==> run_1/m1.png <==
Supply wires on this layer in gray.
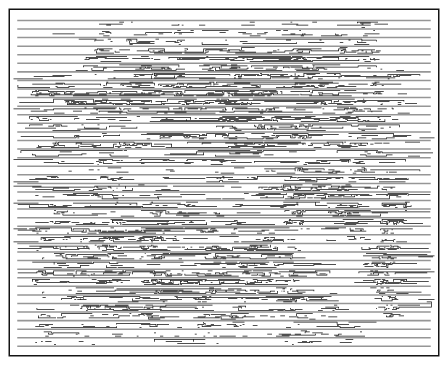
==> run_1/m2.png <==
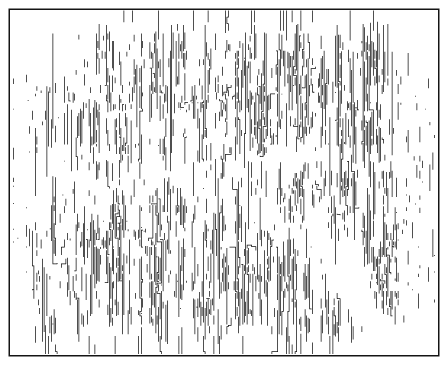
==> run_1/m3.png <==
Bar = 50 µm.
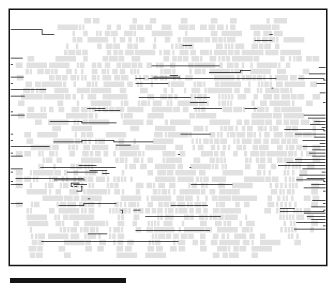
File: config.mk
export PLATFORM = sky130hd
export DESIGN_NAME = pipeline_ctrl
export DESIGN_NICKNAME = d
export VERILOG_FILES = /design/src/rtl/pipeline_ctrl.sv
export SDC_FILE = /design/constraint.sdc
export NUM_CORES = 1
export LEC_CHECK = 0
export ABC_AREA = 1
export CAP_MARGIN = 10
export CELL_PAD_IN_SITES_DETAIL_PLACEMENT = 0
export CELL_PAD_IN_SITES_GLOBAL_PLACEMENT = 1
export CORE_ASPECT_RATIO = 0.8
export CORE_MARGIN = 2
export CORE_UTILIZATION = 33
export CTS_CLUSTER_DIAMETER = 50
export CTS_CLUSTER_SIZE = 14
export DETAILED_ROUTE_END_ITERATION = 10
export HOLD_SLACK_MARGIN = 0.05
export PLACE_DENSITY_LB_ADDON = 0.08
export REMOVE_ABC_BUFFERS = 1
export SYNTH_ARGS = -nofsm -noshare
export SYNTH_HDL_FRONTEND = slang
export SYNTH_SLANG_ARGS = --single-unit
File: constraint.sdc
create_clock -name clk -period 1.9 [get_ports clk]
set_clock_uncertainty 0.2 [all_clocks]
set_input_delay 0.285 -clock clk [delete_from_list [all_inputs] [get_ports clk]]
set_output_delay 0.285 -clock clk [all_outputs]
set_load 0.02 [all_outputs]
File: src/rtl/pipeline_ctrl.sv
// Pipeline hazard and fetch controller for an in-order pipeline.
// Generates per-register load enables and valid bits, handles load-use and
// data-memory stalls, branch redirects, and parks an early I-cache response
// in a skid register while the front end is frozen.
//
// state | meaning
// FETCH | imem request outstanding, response goes straight into reg 0
// DROP  | stale imem response from before a redirect is still due; discard it
// HELD  | response captured in the skid register, waiting for the stall to clear
module pipeline_ctrl #(
    parameter int NUM_STAGES = 5,
    parameter int MEM_REG    = 2,
    parameter int REG_W      = 5,
    parameter int CNT_W      = 32
) (
    input  logic                  clk,
    input  logic                  rst,
    input  logic                  imem_resp,
    output logic                  imem_read,
    input  logic                  dmem_op,
    input  logic                  dmem_resp,
    input  logic                  redirect,
    input  logic [REG_W-1:0]      id_rs1,
    input  logic [REG_W-1:0]      id_rs2,
    input  logic [1:0]            id_src_used,
    input  logic [REG_W-1:0]      ex_rd,
    input  logic                  ex_is_load,
    output logic                  pc_en,
    output logic                  pc_sel_redirect,
    output logic [NUM_STAGES-2:0] stage_en,
    output logic [NUM_STAGES-2:0] stage_valid,
    output logic                  skid_load,
    output logic                  ifid_from_skid,
    output logic [CNT_W-1:0]      stall_cycles,
    output logic [CNT_W-1:0]      flush_count
);

    localparam int NREG = NUM_STAGES - 1;

    typedef enum logic [1:0] {
        FETCH = 2'd0,
        DROP  = 2'd1,
        HELD  = 2'd2
    } fetch_state_t;

    fetch_state_t    state, state_nxt;
    logic [NREG-1:0] valid, valid_nxt;
    logic [NREG-1:0] stage_en_c;
    logic            dstall, lu_stall, redir, stall_any;
    logic            rs1_hit, rs2_hit;
    logic            en0, v0_nxt, fetch_adv;
    logic            read_c, skid_c, from_skid_c;

    assign rs1_hit   = id_src_used[0] && (id_rs1 == ex_rd);
    assign rs2_hit   = id_src_used[1] && (id_rs2 == ex_rd);
    assign dstall    = valid[MEM_REG] & dmem_op & ~dmem_resp;
    assign lu_stall  = valid[0] & valid[1] & ex_is_load & (ex_rd != '0) & (rs1_hit | rs2_hit);
    assign redir     = valid[MEM_REG] & redirect & ~dstall;
    assign stall_any = dstall | lu_stall;

    // Fetch FSM state register.
    always_ff @(posedge clk or negedge rst) begin
        if (!rst) state <= FETCH;
        else      state <= state_nxt;
    end

    // Fetch FSM next state and reg-0 control; a frozen reg 0 keeps its valid bit.
    always_comb begin
        state_nxt   = state;
        read_c      = 1'b0;
        skid_c      = 1'b0;
        from_skid_c = 1'b0;
        en0         = 1'b0;
        v0_nxt      = valid[0];
        fetch_adv   = 1'b0;
        case (state)
            FETCH: begin
                read_c = 1'b1;
                if (redir) begin
                    en0    = 1'b1;
                    v0_nxt = 1'b0;
                    if (!imem_resp) state_nxt = DROP;
                end else if (stall_any && imem_resp) begin
                    skid_c    = 1'b1;
                    state_nxt = HELD;
                end else if (imem_resp) begin
                    en0       = 1'b1;
                    v0_nxt    = 1'b1;
                    fetch_adv = 1'b1;
                end else begin
                    en0    = ~stall_any;
                    v0_nxt = stall_any ? valid[0] : 1'b0;
                end
            end
            DROP: begin
                read_c = 1'b1;
                en0    = 1'b1;
                v0_nxt = 1'b0;
                if (imem_resp && !redir) state_nxt = FETCH;
            end
            HELD: begin
                if (redir) begin
                    en0       = 1'b1;
                    v0_nxt    = 1'b0;
                    state_nxt = FETCH;
                end else if (!stall_any) begin
                    from_skid_c = 1'b1;
                    en0         = 1'b1;
                    v0_nxt      = 1'b1;
                    fetch_adv   = 1'b1;
                    state_nxt   = FETCH;
                end
            end
            default: state_nxt = FETCH;
        endcase
    end

    // Valid-bit propagation: dstall freezes 1..MEM_REG and bubbles MEM_REG+1.
    always_comb begin
        valid_nxt    = valid;
        valid_nxt[0] = v0_nxt;
        for (int k = 1; k <= MEM_REG; k++) begin
            if (redir)                valid_nxt[k] = 1'b0;
            else if (dstall)          valid_nxt[k] = valid[k];
            else if (k == 1 && lu_stall) valid_nxt[k] = 1'b0;
            else                      valid_nxt[k] = valid[k-1];
        end
        valid_nxt[MEM_REG+1] = valid[MEM_REG] & ~dstall;
        for (int k = MEM_REG + 2; k < NREG; k++) begin
            valid_nxt[k] = valid[k-1];
        end
    end

    // Per-register load enables.
    always_comb begin
        stage_en_c    = '1;
        stage_en_c[0] = en0;
        for (int k = 1; k <= MEM_REG; k++) begin
            stage_en_c[k] = ~dstall;
        end
    end

    // Valid-bit register.
    always_ff @(posedge clk or negedge rst) begin
        if (!rst) valid <= '0;
        else      valid <= valid_nxt;
    end

    // Saturating stall and redirect counters.
    always_ff @(posedge clk or negedge rst) begin
        if (!rst) begin
            stall_cycles <= '0;
            flush_count  <= '0;
        end else begin
            if (stall_any && stall_cycles != '1) stall_cycles <= stall_cycles + CNT_W'(1);
            if (redir && flush_count != '1)      flush_count  <= flush_count + CNT_W'(1);
        end
    end

    // Combinational outputs are forced low while reset is held.
    assign imem_read       = rst & read_c;
    assign skid_load       = rst & skid_c;
    assign ifid_from_skid  = rst & from_skid_c;
    assign pc_sel_redirect = rst & redir;
    assign pc_en           = rst & (redir | fetch_adv);
    assign stage_en        = rst ? stage_en_c : '0;
    assign stage_valid     = valid;

endmodule

==> reports/results.ini, run 1 <==
[synth]
ys_cells=650
synthTopCellsByArea=dfrtp_1, nand2_1, xor2_1
yosysWarningCount=0
ys_sh_aoi=0.0404
ys_top_cells_by_count=nand2_1, nor2_1, dfrtp_1
yosys_area_um2=4580
synth.distinct_cells=33
synth.area.mux_share=0
syn_area_per_cell_um2=7.05
synthTopLogicFamily=simple AND/OR/NAND/NOR gates
synth_flops=70
most_common_cell=nand2_1
simple_gate_area_frac=0.380
synthAdderAreaFrac=0.0137
synth_xor_xnor_area_share=0.103
synth.cell_area_um2=4580
synthFlopType=dfrtp_1
postSynthSeqShare=0.382
yosys.area.top_type=dfrtp_1
synth_top_area_share=0.382

[power_and_ir_drop]
pwr-share-comb=0.441
clkPwrFrac=0.291
clk-power_uw=2120
seq-power_uw=1950
ir_drop_uv=607
power_density_nw_per_um2=911
p_seq_frac=0.268
p_int_uw=4660
p_total_uw=7280
pg_comb_uw=3210
p_sw_uw=2610

[finish]
register_area_um2=1760
final_area_um2=7990
seq_share=0.220
antenna_cells=0
seq_cells=70
nets=948
dominant_cells=multi-input combinational cells
logic_gate_count=497
drive_above_1_share=0.370
lay_top_cells=nand2_1, buf_4, dlygate4sd2_1
logic_area_um2=3010
final-clk-cell-share=0.0454
fin_cells=1104
inverters=72
comb_share=0.377
area_share_nonclk_buffers=0.292
nClkBuffers=10

[floorplan]
die_h_um=109
die_w_um=136
chip_area_um2=14800
n_tap_cell=180
coreArea_um2=13600
fp_util=0.338

[timing]
tightest_slew_ns=0.678
setup_viol=18
finalHoldViolations=0
fin_ws_ns=-0.154
max_clock_freq_ghz=0.487
min_period_ns=2.05
rsz0062_at_grt=yes
finalSetupTns_ns=-0.873

[routing]
avgViaCountPerCell=4.72
drt_pass1_iterations=4
wl_met3_mm=1.05
ant_nets=0
wl_met2_mm=7.09
met1_length_mm=8.29
remaining_drc_errors=0
wl_per_cell_um=15.1

[clock_network]
cts-hold-fix-buffers=2
clkSinkCount=70
htree_levels=3
cts_buffer_depth=2
cts_tree=done
cts_setup_buffers=15
cts_made_buffers=9
clock_latency_ns=0.35

[critical_path]
critPathLaunch=state[1]$_DFFE_PN0P_
slowest_stage=dfrtp_1
rr_worst_depth=11
cp.arrival_ns=1.57
crit_path_end_kind=primary output
endpoint=imem_read
critPathLaunchType=flop
r2r_slack_ns=-0.02
crit_type=flop to primary output
slowest_delay_ns=0.41
crit-reg2reg-launch=stall_cycles[0]$_DFFE_PN0P_
path_max_fanout=3
crit_chain=inv_1 > ha_2 > buf_4 > inv_1 > a21oi_1 > buf_4

[global_routing]
grt_first_pass_wirelength_mm=24.4
antenna_found_initial=0
met3_usage=0.0558
gr-total-overflow=0
grt_usage=0.213
grt-busiest-layer=met1
grt_max_degree=48
grt_pass1_vias=4877

[placement]
place_inst=1054
dp_hpwl_mm=11.7
postPlaceCellArea_um2=6760
place_congestion=0.926
port_buffers=100
post-place-ws_ns=-0.868

[status]
violations=setup timing
status=finished with violations

[job]
warning_count=29

-- m1.png (at the start) --
- longest straight run: 51.5 µm
- main direction: horizontal
- share of all routed wire: 50%
- nets with wire on the layer: 849
- wire length on this layer: 8,290 µm
met1 usage: 0.316
Post-Route WL: 16.6 mm
Via Count: 5,207

-- m2.png (at the start) --
- share of all routed wire: 43%
- nets with wire on the layer: 819
- longest straight run: 40.5 µm
met2 Usage GRT: 0.300

-- m3.png (at the start) --
- main direction: horizontal
- nets with wire on the layer: 95

## Run 2: what changed since run 1
- CORE_UTILIZATION: 33 -> 34
- CTS_BUF_LIST: default -> sky130_fd_sc_hd__clkbuf_8
==> run_2/m3.png <==
Bar = 50 µm.
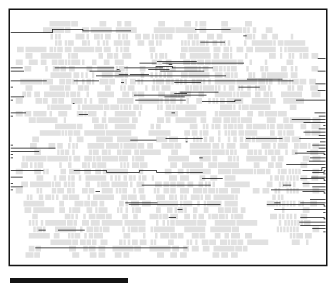
- longest straight run: 66.7 µm
- main direction: horizontal
- share of all routed wire: 7.7%

==> run_2/m1.png <==
Supply wires on this layer in gray.
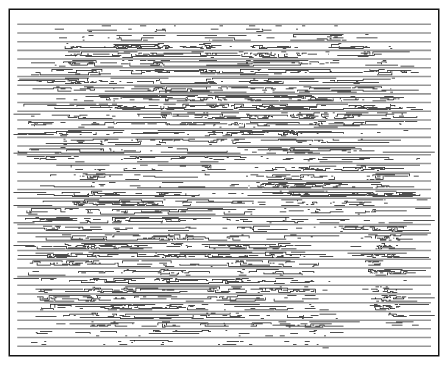
- nets with wire on the layer: 861
- main direction: horizontal
- longest straight run: 51.1 µm

==> reports/results.ini, run 2 <==
[synth]
synth_xor_xnor_area_share=0.103
ys_sh_aoi=0.0404
ys_cells=650
yosys_area_um2=4580
synth_top_area_share=0.382
synthTopLogicFamily=simple AND/OR/NAND/NOR gates
syn_area_per_cell_um2=7.05
yosys.area.top_type=dfrtp_1
synthTopCellsByArea=dfrtp_1, nand2_1, xor2_1
synth_flops=70
most_common_cell=nand2_1

[placement]
postPlaceCellArea_um2=6810
place_inst=1055
place_congestion=0.933
post-place-ws_ns=-0.936
port_buffers=100
dp_hpwl_mm=11.6

[routing]
vias=5181
wl_per_cell_um=14.4
ant_nets=0
drt-total-wl_mm=15.9
wl_met3_mm=1.22
met1_length_mm=7.83
avgViaCountPerCell=4.71

[global_routing]
grt_usage=0.216
grt_pass1_vias=4866
met3_usage=0.0579
grtUsageMet1=0.325
grt_max_degree=56
antenna_found_initial=0
grt.met2_usage=0.306

[clock_network]
cts-hold-fix-buffers=1
cts_buffer_depth=2
cts_setup_buffers=12
cts_tree=done

[critical_path]
crit_type=input port to primary output
critPathLaunchType=input port
critPathLaunch=dmem_op
crit_chain=clkdlybuf4s50_1 > nand2_1 > nor2_2 > nor2_2 > nand2_2 > buf_6 > nor2_2 > a31o_2 > buf_6
r2r_slack_ns=-0.06
path_max_fanout=3

[finish]
antenna_cells=0
final-clk-cell-share=0.0338
final_area_um2=8000
nets=950
fin_cells=1101
nClkBuffers=10
seq_cells=70
dominant_cells=multi-input combinational cells
area_share_nonclk_buffers=0.302
logic_area_um2=3030
register_area_um2=1750

[power_and_ir_drop]
p_total_uw=7040
clkPwrFrac=0.237
p_int_uw=4410
p_sw_uw=2630
ir_drop_uv=731
seq-power_uw=1930
pg_comb_uw=3440
power_density_nw_per_um2=880

[job]
warning_count=29

[status]
violations=setup timing
status=finished with violations

[timing]
rsz0062_at_grt=yes
finalHoldViolations=0
min_period_ns=2.11
setup_viol=14
fin_ws_ns=-0.208
tightest_slew_ns=0.740

[floorplan]
die_h_um=108
fp_util=0.352
n_tap_cell=175

==> run_2/clock_nets.png <==
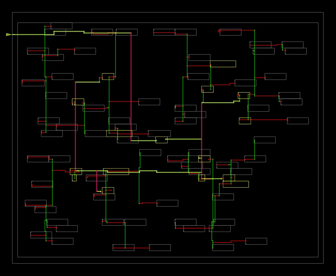
total clock network power: 1670 µW
Latency at later pin: 0.36 ns

No activity file was given, so power comes from the tool's default toggle rates.
